===== config.mk =====
export PLATFORM = sky130hd
export DESIGN_NAME = keypad_scanner
export DESIGN_NICKNAME = d
export VERILOG_FILES = /design/src/rtl/keypad_pkg.sv /design/src/rtl/keypad_evt_fifo.sv /design/src/rtl/keypad_scanner.sv
export SDC_FILE = /design/constraint.sdc
export NUM_CORES = 1
export LEC_CHECK = 0
export CELL_PAD_IN_SITES_DETAIL_PLACEMENT = 1
export CELL_PAD_IN_SITES_GLOBAL_PLACEMENT = 1
export CORE_MARGIN = 3
export CORE_UTILIZATION = 40
export CTS_CLUSTER_SIZE = 30
export DETAILED_ROUTE_END_ITERATION = 8
export DONT_BUFFER_PORTS = 1
export PLACE_DENSITY_LB_ADDON = 0.1
export SLEW_MARGIN = 30
export SYNTH_ARGS = -nofsm -noshare
export SYNTH_HDL_FRONTEND = slang
export SYNTH_HIERARCHICAL = 1
export SYNTH_SLANG_ARGS = --single-unit

===== constraint.sdc =====
create_clock -name HCLK -period 4 [get_ports HCLK]
set_input_delay 0.8 -clock HCLK [delete_from_list [all_inputs] [get_ports HCLK]]
set_output_delay 0.8 -clock HCLK [all_outputs]
set_load 0.03 [all_outputs]

===== src/rtl/keypad_pkg.sv =====
// Shared definitions for the keypad scanner: event encoding and the
// width helpers that the scanner and its event FIFO agree on.
package keypad_pkg;

  // Event word is {release, key index}; release sits directly above the index.
  typedef enum logic {
    EVT_PRESS   = 1'b0,
    EVT_RELEASE = 1'b1
  } evt_kind_e;

  function automatic int key_w(input int num_keys);
    return (num_keys > 1) ? $clog2(num_keys) : 1;
  endfunction

  function automatic int evt_w(input int num_keys);
    return key_w(num_keys) + 1;
  endfunction

  function automatic int release_pos(input int num_keys);
    return key_w(num_keys);
  endfunction

  function automatic int db_cnt_w(input int db_samples);
    return $clog2(db_samples + 1);
  endfunction

endpackage


===== src/rtl/keypad_evt_fifo.sv =====
// Small synchronous FIFO for key events with full/empty/count status.
// Handshake: the head entry is valid whenever empty=0; pop while empty is ignored,
// push while full is dropped unless a pop happens in the same cycle.
module keypad_evt_fifo #(
  parameter int DEPTH = 8,
  parameter int WIDTH = 5
) (
  input  logic                     clk,
  input  logic                     rst_n,
  input  logic                     push,
  input  logic [WIDTH-1:0]         push_data,
  input  logic                     pop,
  output logic [WIDTH-1:0]         pop_data,
  output logic                     full,
  output logic                     empty,
  output logic [$clog2(DEPTH):0]   count
);

  localparam int PTR_W = $clog2(DEPTH);

  logic [WIDTH-1:0] mem [DEPTH];
  logic [PTR_W-1:0] wr_ptr;
  logic [PTR_W-1:0] rd_ptr;
  logic             do_push;
  logic             do_pop;

  assign full     = (count == (PTR_W + 1)'(DEPTH));
  assign empty    = (count == '0);
  assign pop_data = mem[rd_ptr];
  assign do_pop   = pop && !empty;
  assign do_push  = push && (!full || do_pop);

  always_ff @(posedge clk) begin
    if (do_push) begin
      mem[wr_ptr] <= push_data;
    end
  end

  always_ff @(posedge clk) begin
    if (!rst_n) begin
      wr_ptr <= '0;
      rd_ptr <= '0;
      count  <= '0;
    end else begin
      if (do_push) begin
        wr_ptr <= wr_ptr + PTR_W'(1);
      end
      if (do_pop) begin
        rd_ptr <= rd_ptr + PTR_W'(1);
      end
      case ({do_push, do_pop})
        2'b10:   count <= count + (PTR_W + 1)'(1);
        2'b01:   count <= count - (PTR_W + 1)'(1);
        default: count <= count;
      endcase
    end
  end

endmodule


===== src/rtl/keypad_scanner.sv =====
// Row-scanning keypad controller: drives one row per slot, samples the
// columns at slot end, debounces each key and queues press/release events.
module keypad_scanner
  import keypad_pkg::*;
#(
  parameter int NUM_ROWS   = 4,
  parameter int NUM_COLS   = 4,
  parameter int SCAN_DIV   = 1000,
  parameter int DB_SAMPLES = 4,
  parameter int FIFO_DEPTH = 8
) (
  input  logic                                 HCLK,
  input  logic                                 HRESETn,
  input  logic                                 scan_en,
  input  logic [NUM_COLS-1:0]                  col,
  output logic [NUM_ROWS-1:0]                  row,
  output logic [NUM_ROWS*NUM_COLS-1:0]         key_state,
  output logic                                 evt_valid,
  output logic [key_w(NUM_ROWS*NUM_COLS):0]    evt_data,
  input  logic                                 evt_pop,
  output logic                                 irq,
  output logic                                 ovf,
  input  logic                                 ovf_clr
);

  localparam int NUM_KEYS = NUM_ROWS * NUM_COLS;
  localparam int KEY_W    = key_w(NUM_KEYS);
  localparam int EVT_W    = evt_w(NUM_KEYS);
  localparam int REL_POS  = release_pos(NUM_KEYS);
  localparam int SLOT_W   = $clog2(SCAN_DIV);
  localparam int ROW_W    = $clog2(NUM_ROWS);
  localparam int COL_W    = $clog2(NUM_COLS);
  localparam int CNT_W    = db_cnt_w(DB_SAMPLES);
  localparam int FCNT_W   = $clog2(FIFO_DEPTH) + 1;

  logic [NUM_COLS-1:0] col_meta;
  logic [NUM_COLS-1:0] col_sync;
  logic [NUM_COLS-1:0] sample_reg;
  logic [ROW_W-1:0]    sample_row;
  logic                sample_valid;
  logic [ROW_W-1:0]    row_idx;
  logic [SLOT_W-1:0]   slot_cnt;
  logic                slot_last;
  logic                row_last;
  logic [CNT_W-1:0]    db_cnt [NUM_KEYS];
  logic                eval_en;
  logic [COL_W-1:0]    eval_col;
  logic [KEY_W-1:0]    eval_key;
  logic                raw;
  logic                flip;
  logic                push;
  logic [EVT_W-1:0]    push_data;
  logic                fifo_full;
  logic                fifo_empty;
  logic [FCNT_W-1:0]   fifo_count;
  logic                overflow;

  always_ff @(posedge HCLK) begin
    if (!HRESETn) begin
      col_meta <= '0;
      col_sync <= '0;
    end else begin
      col_meta <= col;
      col_sync <= col_meta;
    end
  end

  assign slot_last = (slot_cnt == SLOT_W'(SCAN_DIV - 1));
  assign row_last  = (row_idx == ROW_W'(NUM_ROWS - 1));

  // Disabling the scan parks the sequencer at row 0 / slot 0 and drops the
  // pending sample, so the first slot after re-enable never evaluates.
  always_ff @(posedge HCLK) begin
    if (!HRESETn) begin
      slot_cnt     <= '0;
      row_idx      <= '0;
      sample_reg   <= '0;
      sample_row   <= '0;
      sample_valid <= 1'b0;
    end else if (!scan_en) begin
      slot_cnt     <= '0;
      row_idx      <= '0;
      sample_valid <= 1'b0;
    end else if (slot_last) begin
      slot_cnt     <= '0;
      row_idx      <= row_last ? '0 : row_idx + ROW_W'(1);
      sample_reg   <= col_sync;
      sample_row   <= row_idx;
      sample_valid <= 1'b1;
    end else begin
      slot_cnt <= slot_cnt + SLOT_W'(1);
    end
  end

  always_comb begin
    row = '0;
    for (int r = 0; r < NUM_ROWS; r++) begin
      row[r] = HRESETn && scan_en && (row_idx == ROW_W'(r));
    end
  end

  // Slot cycle c of the slot after a capture evaluates column c of the captured row.
  always_comb begin
    eval_col  = slot_cnt[COL_W-1:0];
    eval_en   = scan_en && sample_valid && (int'(slot_cnt) < NUM_COLS);
    eval_key  = KEY_W'(int'(sample_row) * NUM_COLS + int'(eval_col));
    raw       = sample_reg[eval_col];
    flip      = eval_en && (raw != key_state[eval_key]) &&
                (db_cnt[eval_key] == CNT_W'(DB_SAMPLES - 1));
    push      = flip;
    push_data = '0;
    push_data[KEY_W-1:0] = eval_key;
    push_data[REL_POS]   = raw ? EVT_PRESS : EVT_RELEASE;
  end

  always_ff @(posedge HCLK) begin
    if (!HRESETn) begin
      key_state <= '0;
      for (int k = 0; k < NUM_KEYS; k++) begin
        db_cnt[k] <= '0;
      end
    end else if (eval_en) begin
      if (raw == key_state[eval_key]) begin
        db_cnt[eval_key] <= '0;
      end else if (flip) begin
        key_state[eval_key] <= raw;
        db_cnt[eval_key]    <= '0;
      end else begin
        db_cnt[eval_key] <= db_cnt[eval_key] + CNT_W'(1);
      end
    end
  end

  keypad_evt_fifo #(
    .DEPTH (FIFO_DEPTH),
    .WIDTH (EVT_W)
  ) u_evt_fifo (
    .clk       (HCLK),
    .rst_n     (HRESETn),
    .push      (push),
    .push_data (push_data),
    .pop       (evt_pop),
    .pop_data  (evt_data),
    .full      (fifo_full),
    .empty     (fifo_empty),
    .count     (fifo_count)
  );

  assign evt_valid = !fifo_empty;
  assign irq       = (fifo_count != '0);

  // A full FIFO only loses the new event when nothing leaves in the same cycle.
  assign overflow = push && fifo_full && !evt_pop;

  always_ff @(posedge HCLK) begin
    if (!HRESETn) begin
      ovf <= 1'b0;
    end else if (overflow) begin
      ovf <= 1'b1;
    end else if (ovf_clr) begin
      ovf <= 1'b0;
    end
  end

endmodule


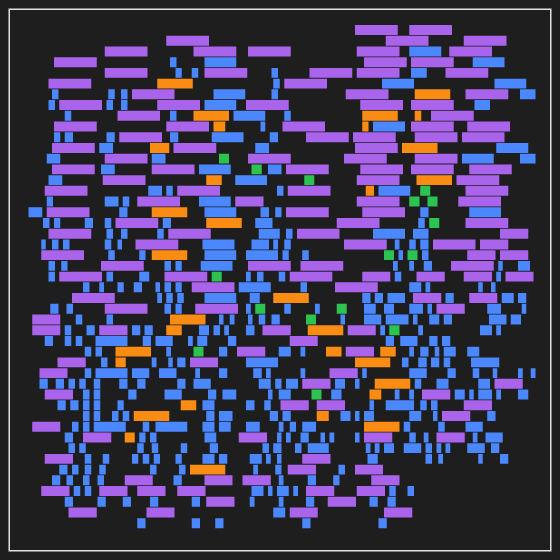
(run_1/placement_by_type.png)
combinational and other logic -> blue  # cells 390, share of their area 39%
sequential cells -> purple  # cells 145, share of their area 51%
remaining buffers and delay cells -> green  # cells 16, share of their area 1.6%
clock drivers and dummy loads -> orange  # cells 32, share of their area 7.8%

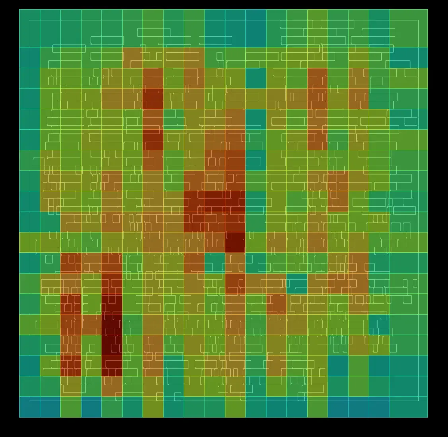
(run_1/congestion.png)
global route hottest layer: met2
GR Layer Usage met3: 4.71%
M2 GR Usage: 31.9%

==> flow_summary_export.csv, run 1 <==
group,metric,value,unit
status,status,"finished, final reports clean",
setup_path,r2r-start,"slot_cnt[0]",
cts,cts_sinks,145,
pwr,worst_ir_drop_vdd,0.294,mV
pwr,combPwrFrac,10.7,%
synthesis,ys_sh_aoi,7.97,%
final_timing,period_minus_slack,3.69,ns
cts,cts_buffers,17,
cts,postCtsSetupRepairBufs,0,
setup_path,worstPathRequired,4.29,ns
final_layout,fin_area,7660,sq um
setup_path,crit_buf_inv,2,
final_layout,fin_cells,803,
die,core_area,16700,sq um
global_routing,use_met1,26.0,%
setup_path,crit_start,"slot_cnt[0]",
final_layout,flop-count,145,
synthesis,syn_area,6860,sq um
drt,routed_wl,17.1,mm
synthesis,synth.top_cell.area_share,38.5,%
cts,clock_path_buffers,2,
drt,routed_via_density,5.54,
setup_path,max_stage_delay,0.54,ns
final_layout,top_regs,"db_cnt (48), u_evt_fifo/mem (40), key_state (16)",
placement,dp_cells,771,
die,die_width,137,microns
synthesis,synth_flops,145,
cts,cts_root_buffer,"clkbuf_16",
die,tap_cells,220,
pwr,clockPowerShare,42.6,%
global_routing,antenna_found_initial,0,
die,die_area,18800,sq um
drt,routed.top_layer,"met4",
global_routing,grt_max_degree,64,
drt,ant_nets,0,
drt,vias,4446,
cts,cts_resized,0,
die,rows,47,
final_layout,comb_cells,372,
drt,wl_met1,8.02,mm
final_timing,setup_viol,0,
final_layout,inverters,18,
final_layout,lay_top_count,"edfxtp_1",
final_timing,hold_violations,0,
setup_path,cp_num_cells,14,
cts,clk_pin_slew,0.07,ns
final_layout,layout_top_cells,"edfxtp_1 (88), dfxtp_1 (57), nor3_1 (45)",
synthesis,synth_nets,593,
synthesis,yosys_warnings,6,
pwr,netSwitchingFraction,27.1,%
final_layout,largest_reg_flops,48,
global_routing,grt_pass1_wl,27.2,mm
setup_path,crit_family,"multiplexers",
final_timing,grt_setup_unrepaired,"no",
setup_path,r2r_slack,0.31,ns
placement,dpl_worst_slack,0.301,ns
drt,drc,0,
synthesis,avgSynthCellArea,12.1,sq um
global_routing,grt-ovfl-total,0,
final_layout,comb_area,2830,sq um
pwr,powerComb,388,uW
flow_run,drv_cap,0,
pwr,total_leakage_power,0.00253,uW
placement,dp.final_hpwl,12.2,mm
drt,first_iter_violations,198,
drt,wl_per_cell,21.4,microns
setup_path,critical_path_arrival,3.98,ns
final_layout,post-route-util,45.8,%
final_layout,clkCellAreaFrac,7.55,%
final_timing,finalClockPeriodUsage,92.2,%
synthesis,yosys-top-cells-area,"edfxtp_1 (38%), dfxtp_1 (17%), mux4_2 (9.8%), nor3_1 (3.4%), and2_1 (3.0%)",
final_layout,comb_share,37.0,%
pwr,internal_power,2660,uW
final_layout,regMostFlops,"db_cnt",
worst_hold_path,min_path_cells,1,
setup_path,r2r_end,"u_evt_fifo/count[3]",
synthesis,ys_chip_area,6860,sq um
placement,dpl-instance-area,7070,sq um
final_layout,buffers,16,
setup_path,crit_path_frequent_cell,"ha_1",
final_layout,nets,594,
placement,portBuffers,0,
final_timing,relSlewSlack,46.4,%
synthesis,xor_area_share,1.91,%
final_layout,drive_gt1_share,18.4,%
synthesis,yosys-stat-cells,569,
cts,clock_latency,0.42,ns
drt,firstDrtPassIters,4,
synthesis,seq_area_frac_synth,55.1,%
final_layout,antennaDiodeCount,0,
placement,place_congestion,0.783,
setup_path,reg2reg_depth,14,
pwr,finalPower,3640,uW
pwr,power_leader,"sequential cells",
drt,routed-wl-met3,700,microns
final_timing,finalSetupTns,0,ns
final_timing,layout_setup_ws,0.311,ns
final_layout,seq_area_share,49.4,%
synthesis,largest_area_cell,"edfxtp_1",
final_timing,whs,0.436,ns
final_timing,worst_pin_slew,0.803,ns
setup_path,critical_path.startpoint_type,"flip-flop",
synthesis,ys_sh_adder,2.84,%
pwr,netSwitchingPower,988,uW
synthesis,edf_count,88,
setup_path,end_kind,"flip-flop",
final_layout,dominant_cells,"sequential cells",
global_routing,grt_pass1_vias,4706,
setup_path,cp-endpoint,"u_evt_fifo/count[3]",
synthesis,ys_sh_mux,11.0,%
final_layout,n_clock_buffer,19,
final_timing,final-max-slew-violation-count,0,
die,initCoreUtil,41.1,%
synthesis,synth-async-reset-ratio,0,%
pwr,pg_seq,1700,uW
flow_run,warnings,32,
pwr,seq_power_share,46.8,%
synthesis,most_common_cell,"edfxtp_1",
cts,cts_tree,"done",
setup_path,cp_slowest_cell,"mux4_2",
final_layout,num-fill-cells,1759,
synthesis,synthFlopType,"edfxtp_1",
setup_path,worstPathCellList,"buf_4 > mux4_2 > mux4_2 > ha_1 > ha_1 > nand3_1 > nor2_1 > or2_2 > inv_1 > ha_1 > a21oi_1 > nand2_1 > o2111ai_1 > nand4_1",
synthesis,common_cells,"edfxtp_1 (88), dfxtp_1 (57), nor3_1 (46)",
worst_hold_path,worstHoldPathType,"flip-flop to flip-flop",
synthesis,logic_family,"simple AND/OR/NAND/NOR gates",
global_routing,grt_use_total,19.5,%
cts,cts.hold.buffers_added,0,
setup_path,path_max_fanout,13,
pwr,power.density,476,nW/um^2
die,num_io_pins,37,
synthesis,syn_inst,569,
final_layout,regArea,3780,sq um
final_layout,area_delta_synth_final,11.5,%
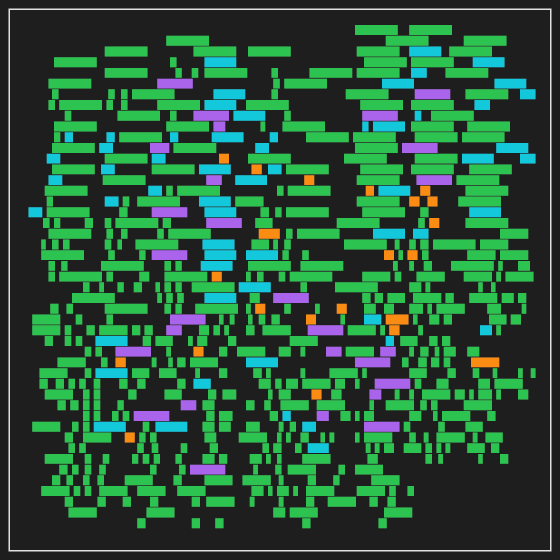
(run_1/sizes.png)
_3 and _4 cells -> orange  # cells 22, share 3.8%, most used buf_4
_2 cells -> cyan  # cells 58, share 9.9%, most used mux4_2
_0 and _1 cells -> green  # cells 476, share 82%, most used edfxtp_1
_6 and larger -> purple  # cells 27, share 4.6%, most used clkbuf_16

## Run 2: what changed since run 1
Settings changed: CTS_CLUSTER_SIZE 30 to 14.
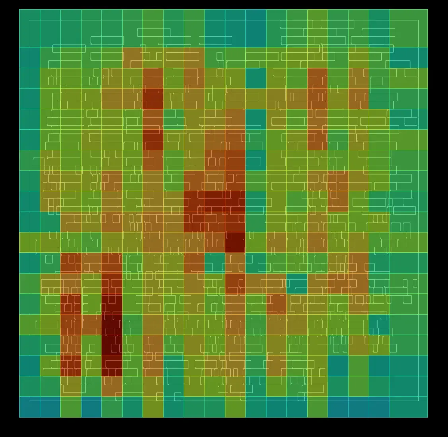
(run_2/congestion.png)
Total GRT Usage: 19.5%
WL per Instance: 21.4 microns
Util after Layout: 45.8%
GR Util met1: 26.0%

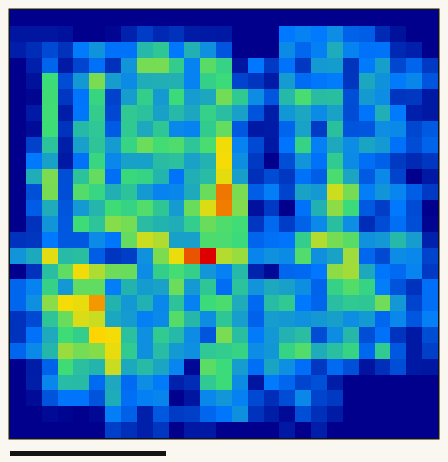
(run_2/metal_density.png)
Bar = 50 microns. The die is cut into 27 by 27 equal tiles; dark blue is low, red is high, scaled to the fullest tile. Values are wire area over tile area, all layers added.
tiles over half the peak = 13%
emptiest ninth of the die = bottom right
fullest tile = 0.52

==> run 2 against run 1 <==
  * Cell area did not move
  * Critical path depth did not move
  * Maximum frequency did not move
==> flow_summary_export.csv, run 2 <==
group,metric,value,unit
status,status,"finished, final reports clean",
setup_path,cp_num_cells,14,
die,dieHeight,137,microns
drt,routed_wl,17.1,mm
synthesis,logic_family,"simple AND/OR/NAND/NOR gates",
drt,ant_nets,0,
pwr,netSwitchingPower,988,uW
final_layout,drive_gt1_share,18.4,%
die,initCoreUtil,41.1,%
global_routing,grt_max_degree,64,
final_layout,comb_share,37.0,%
final_timing,hold_violations,0,
synthesis,largest_area_cell,"edfxtp_1",
cts,clk_pin_slew,0.07,ns
cts,postCtsSetupRepairBufs,0,
global_routing,grt_use_met3,4.71,%
synthesis,xor_area_share,1.91,%
final_layout,comb_area,2830,sq um
final_layout,fin_cells,803,
pwr,p_clk,1550,uW
flow_run,warnings,32,
final_layout,seq_area_share,49.4,%
setup_path,r2r_end,"u_evt_fifo/count[3]",
pwr,worst_ir_drop_vdd,0.294,mV
final_timing,period_minus_slack,3.69,ns
global_routing,busiest_layer,"met2",
synthesis,synth_flops,145,
drt,routed-wl-met3,700,microns
final_layout,n_clock_buffer,19,
drt,wl_met2,8.27,mm
cts,cts_root_buffer,"clkbuf_16",
synthesis,ys_sh_aoi,7.97,%
setup_path,crit_start,"slot_cnt[0]",
pwr,netSwitchingFraction,27.1,%
synthesis,ys_sh_mux,11.0,%
final_layout,clkCellAreaFrac,7.55,%
final_timing,final-max-slew-violation-count,0,
final_layout,num-fill-cells,1759,
drt,firstDrtPassIters,4,
setup_path,cp_slowest_cell,"mux4_2",
synthesis,seq_area_frac_synth,55.1,%
global_routing,antenna_found_initial,0,
final_layout,fin_area,7660,sq um
cts,cts_tree,"done",
drt,drc,0,
setup_path,r2r_slack,0.31,ns
cts,cts_sinks,145,
final_layout,inverters,18,
synthesis,ys_chip_area,6860,sq um
setup_path,crit_buf_inv,2,
synthesis,edf_count,88,
synthesis,synth-async-reset-ratio,0,%
placement,dpl-instance-area,7070,sq um
pwr,finalPower,3640,uW
drt,routed.top_layer,"met4",
synthesis,synth_nets,593,
synthesis,yosys-stat-cells,569,
die,core_area,16700,sq um
final_timing,finalClockPeriodUsage,92.2,%
setup_path,crit_path_frequent_cell,"ha_1",
final_timing,finalSetupTns,0,ns
pwr,total_leakage_power,0.00253,uW
setup_path,end_kind,"flip-flop",
final_layout,nets,594,
pwr,powerComb,388,uW
placement,place_congestion,0.783,
setup_path,max_stage_delay,0.54,ns
synthesis,ys_sh_adder,2.84,%
setup_path,path_max_fanout,13,
die,die_area,18800,sq um
pwr,power_leader,"sequential cells",
final_timing,whs,0.436,ns
global_routing,grt_pass1_wl,27.2,mm
final_timing,max_freq,271,MHz
setup_path,critical_path_arrival,3.98,ns
die,rows,47,
pwr,seq_power_share,46.8,%
setup_path,crit_family,"multiplexers",
die,num_io_pins,37,
cts,cts_resized,0,
synthesis,yosys-top-cells-area,"edfxtp_1 (38%), dfxtp_1 (17%), mux4_2 (9.8%), nor3_1 (3.4%), and2_1 (3.0%)",
setup_path,r2r-start,"slot_cnt[0]",
drt,routed_via_density,5.54,
cts,cts.hold.buffers_added,0,
final_layout,top_regs,"db_cnt (48), u_evt_fifo/mem (40), key_state (16)",
setup_path,worstPathCellList,"buf_4 > mux4_2 > mux4_2 > ha_1 > ha_1 > nand3_1 > nor2_1 > or2_2 > inv_1 > ha_1 > a21oi_1 > nand2_1 > o2111ai_1 > nand4_1",
placement,dp.final_hpwl,12.2,mm
final_layout,dominant_cells,"sequential cells",
final_timing,relSlewSlack,46.4,%
final_layout,regMostFlops,"db_cnt",
final_layout,layout_top_cells,"edfxtp_1 (88), dfxtp_1 (57), nor3_1 (45)",
synthesis,syn_area,6860,sq um
pwr,combPwrFrac,10.7,%
final_layout,lay_top_count,"edfxtp_1",
cts,clock_latency,0.42,ns
final_layout,regArea,3780,sq um
placement,dpl_worst_slack,0.301,ns
worst_hold_path,worstHoldPathType,"flip-flop to flip-flop",
setup_path,reg2reg_depth,14,
final_layout,largest_reg_flops,48,
pwr,clockPowerShare,42.6,%
global_routing,use_met2,31.9,%
synthesis,avgSynthCellArea,12.1,sq um
flow_run,drv_cap,0,
drt,first_iter_violations,198,
final_timing,layout_setup_ws,0.311,ns
final_layout,area_delta_synth_final,11.5,%
final_layout,buffers,16,
synthesis,syn_inst,569,
setup_path,critical_path.startpoint_type,"flip-flop",
global_routing,grt-ovfl-total,0,
pwr,internal_power,2660,uW
synthesis,common_cells,"edfxtp_1 (88), dfxtp_1 (57), nor3_1 (46)",
synthesis,most_common_cell,"edfxtp_1",
synthesis,synthFlopType,"edfxtp_1",
placement,portBuffers,0,
pwr,power.density,476,nW/um^2
pwr,pg_seq,1700,uW
die,tap_cells,220,
final_layout,flop-count,145,
drt,wl_met1,8.02,mm
setup_path,cp-endpoint,"u_evt_fifo/count[3]",
drt,vias,4446,
final_timing,grt_setup_unrepaired,"no",
final_timing,setup_viol,0,
cts,cts_buffers,17,
cts,clock_path_buffers,2,
die,die_width,137,microns
global_routing,grt_pass1_vias,4706,
synthesis,yosys_warnings,6,
final_timing,worst_pin_slew,0.803,ns
setup_path,worstPathRequired,4.29,ns
final_layout,antennaDiodeCount,0,
worst_hold_path,min_path_cells,1,
synthesis,synth.top_cell.area_share,38.5,%
placement,dp_cells,771,
final_layout,comb_cells,372,
## Run 3: what changed since run 2
Settings changed: SLEW_MARGIN 30 to unset.
==> run 3 against run 2 <==
  * Power increased by 0.16%
  * Clock skew is essentially flat
  * Utilization about the same
  * Cell area about the same
  * Non-clock buffer count unchanged
  * Largest cell class unchanged
  * Critical path depth unchanged
  * Global-route usage unchanged
  * Worst setup slack improved by 0.0023 ns
  * Synthesized area is the same
==> flow_summary_export.csv, run 3 <==
group,metric,value,unit
pwr,powerComb,390,uW
setup_path,end_kind,"flip-flop",
synthesis,synth.top_cell.area_share,38.5,%
drt,routed_wl,17.1,mm
final_timing,finalSetupTns,0,ns
final_timing,hold_violations,0,
cts,cts_sinks,145,
synthesis,ys_chip_area,6860,sq um
global_routing,busiest_layer,"met2",
setup_path,crit_path_frequent_cell,"ha_1",
drt,wl_met2,8.25,mm
setup_path,cp-endpoint,"u_evt_fifo/count[3]",
final_layout,flop-count,145,
synthesis,logic_family,"simple AND/OR/NAND/NOR gates",
global_routing,grt_max_degree,64,
placement,dpl-instance-area,7070,sq um
final_layout,nets,594,
final_layout,post-route-util,45.8,%
placement,dp_cells,771,
flow_run,warnings,32,
global_routing,use_met1,26.0,%
placement,dp.final_hpwl,12.2,mm
synthesis,synth_flops,145,
die,num_io_pins,37,
setup_path,worstPathCellList,"buf_4 > mux4_2 > mux4_2 > ha_1 > ha_1 > nand3_1 > nor2_1 > or2_2 > inv_1 > ha_1 > a21oi_1 > nand2_1 > o2111ai_1 > nand4_1",
drt,routed_via_density,5.55,
die,dieHeight,137,microns
final_layout,comb_cells,372,
synthesis,avgSynthCellArea,12.1,sq um
setup_path,reg2reg_depth,14,
synthesis,ys_sh_aoi,7.97,%
setup_path,crit_buf_inv,2,
final_layout,largest_reg_flops,48,
final_layout,comb_share,36.9,%
drt,routed.top_layer,"met4",
setup_path,r2r-start,"slot_cnt[0]",
setup_path,r2r_slack,0.31,ns
global_routing,grt_use_met3,4.71,%
global_routing,grt_use_total,19.5,%
synthesis,seq_area_frac_synth,55.1,%
pwr,netSwitchingFraction,27.2,%
die,core_area,16700,sq um
pwr,p_clk,1560,uW
drt,first_iter_violations,229,
die,die_area,18800,sq um
cts,clock_path_buffers,2,
synthesis,synth_nets,593,
final_layout,n_clock_buffer,19,
pwr,clockPowerShare,42.6,%
pwr,power_leader,"sequential cells",
synthesis,edf_count,88,
worst_hold_path,worstHoldPathType,"flip-flop to flip-flop",
setup_path,max_stage_delay,0.54,ns
synthesis,ys_sh_adder,2.84,%
status,status,"finished, final reports clean",
final_layout,antennaDiodeCount,0,
setup_path,worstPathRequired,4.29,ns
final_layout,clkCellAreaFrac,7.56,%
drt,firstDrtPassIters,4,
drt,wl_met1,8.04,mm
setup_path,path_max_fanout,13,
synthesis,synthFlopType,"edfxtp_1",
final_timing,final-max-slew-violation-count,0,
worst_hold_path,min_path_cells,1,
synthesis,largest_area_cell,"edfxtp_1",
synthesis,yosys-stat-cells,569,
pwr,netSwitchingPower,993,uW
final_timing,max_freq,271,MHz
pwr,seq_power_share,46.7,%
final_timing,setup_viol,0,
final_timing,worst_pin_slew,0.986,ns
final_layout,fin_cells,803,
pwr,pg_seq,1700,uW
cts,cts_tree,"done",
synthesis,common_cells,"edfxtp_1 (88), dfxtp_1 (57), nor3_1 (46)",
global_routing,grt-ovfl-total,0,
drt,vias,4456,
pwr,total_leakage_power,0.00253,uW
global_routing,use_met2,31.9,%
synthesis,syn_inst,569,
synthesis,yosys-top-cells-area,"edfxtp_1 (38%), dfxtp_1 (17%), mux4_2 (9.8%), nor3_1 (3.4%), and2_1 (3.0%)",
cts,cts.hold.buffers_added,0,
final_layout,layout_top_cells,"edfxtp_1 (88), dfxtp_1 (57), nor3_1 (46)",
cts,cts_root_buffer,"clkbuf_16",
final_layout,num-fill-cells,1760,
setup_path,crit_family,"multiplexers",
drt,wl_per_cell,21.3,microns
setup_path,critical_path.startpoint_type,"flip-flop",
cts,cts_resized,0,
placement,portBuffers,0,
final_timing,period_minus_slack,3.69,ns
synthesis,xor_area_share,1.91,%
final_timing,grt_setup_unrepaired,"no",
cts,postCtsSetupRepairBufs,0,
final_layout,top_regs,"db_cnt (48), u_evt_fifo/mem (40), key_state (16)",
cts,clock_latency,0.42,ns
placement,place_congestion,0.783,
final_layout,lay_top_count,"edfxtp_1",
synthesis,syn_area,6860,sq um
global_routing,antenna_found_initial,0,
synthesis,ys_sh_mux,11.0,%
setup_path,cp_slowest_cell,"mux4_2",
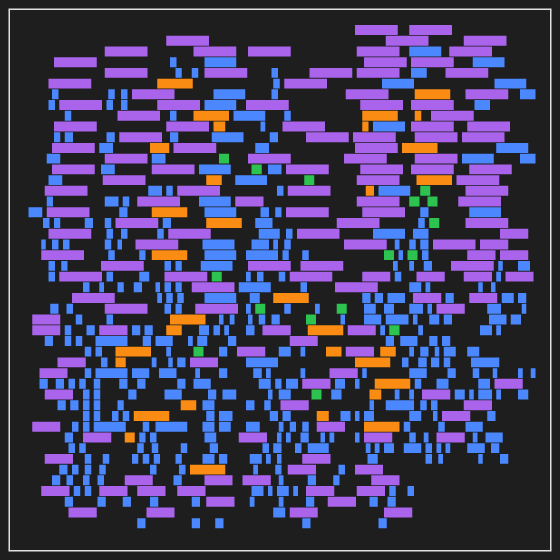
(run_3/placement_by_type.png)
combinational and other logic -> blue  # cells 390, share of their area 39%
clock drivers and dummy loads -> orange  # cells 32, share of their area 7.8%
sequential cells -> purple  # cells 145, share of their area 51%
remaining buffers and delay cells -> green  # cells 16, share of their area 1.6%

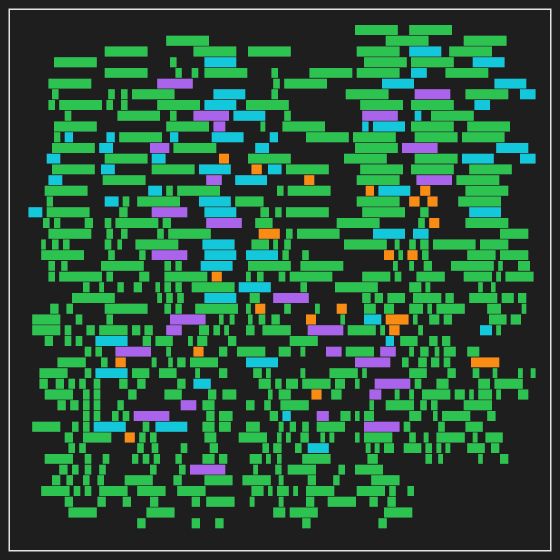
(run_3/sizes.png)
bufs w/o clock: 16
Layout area overhead: 11.5%
design area: 7650 sq um
setup ws final: 0.313 ns

Power and IR drop assume default switching activity.
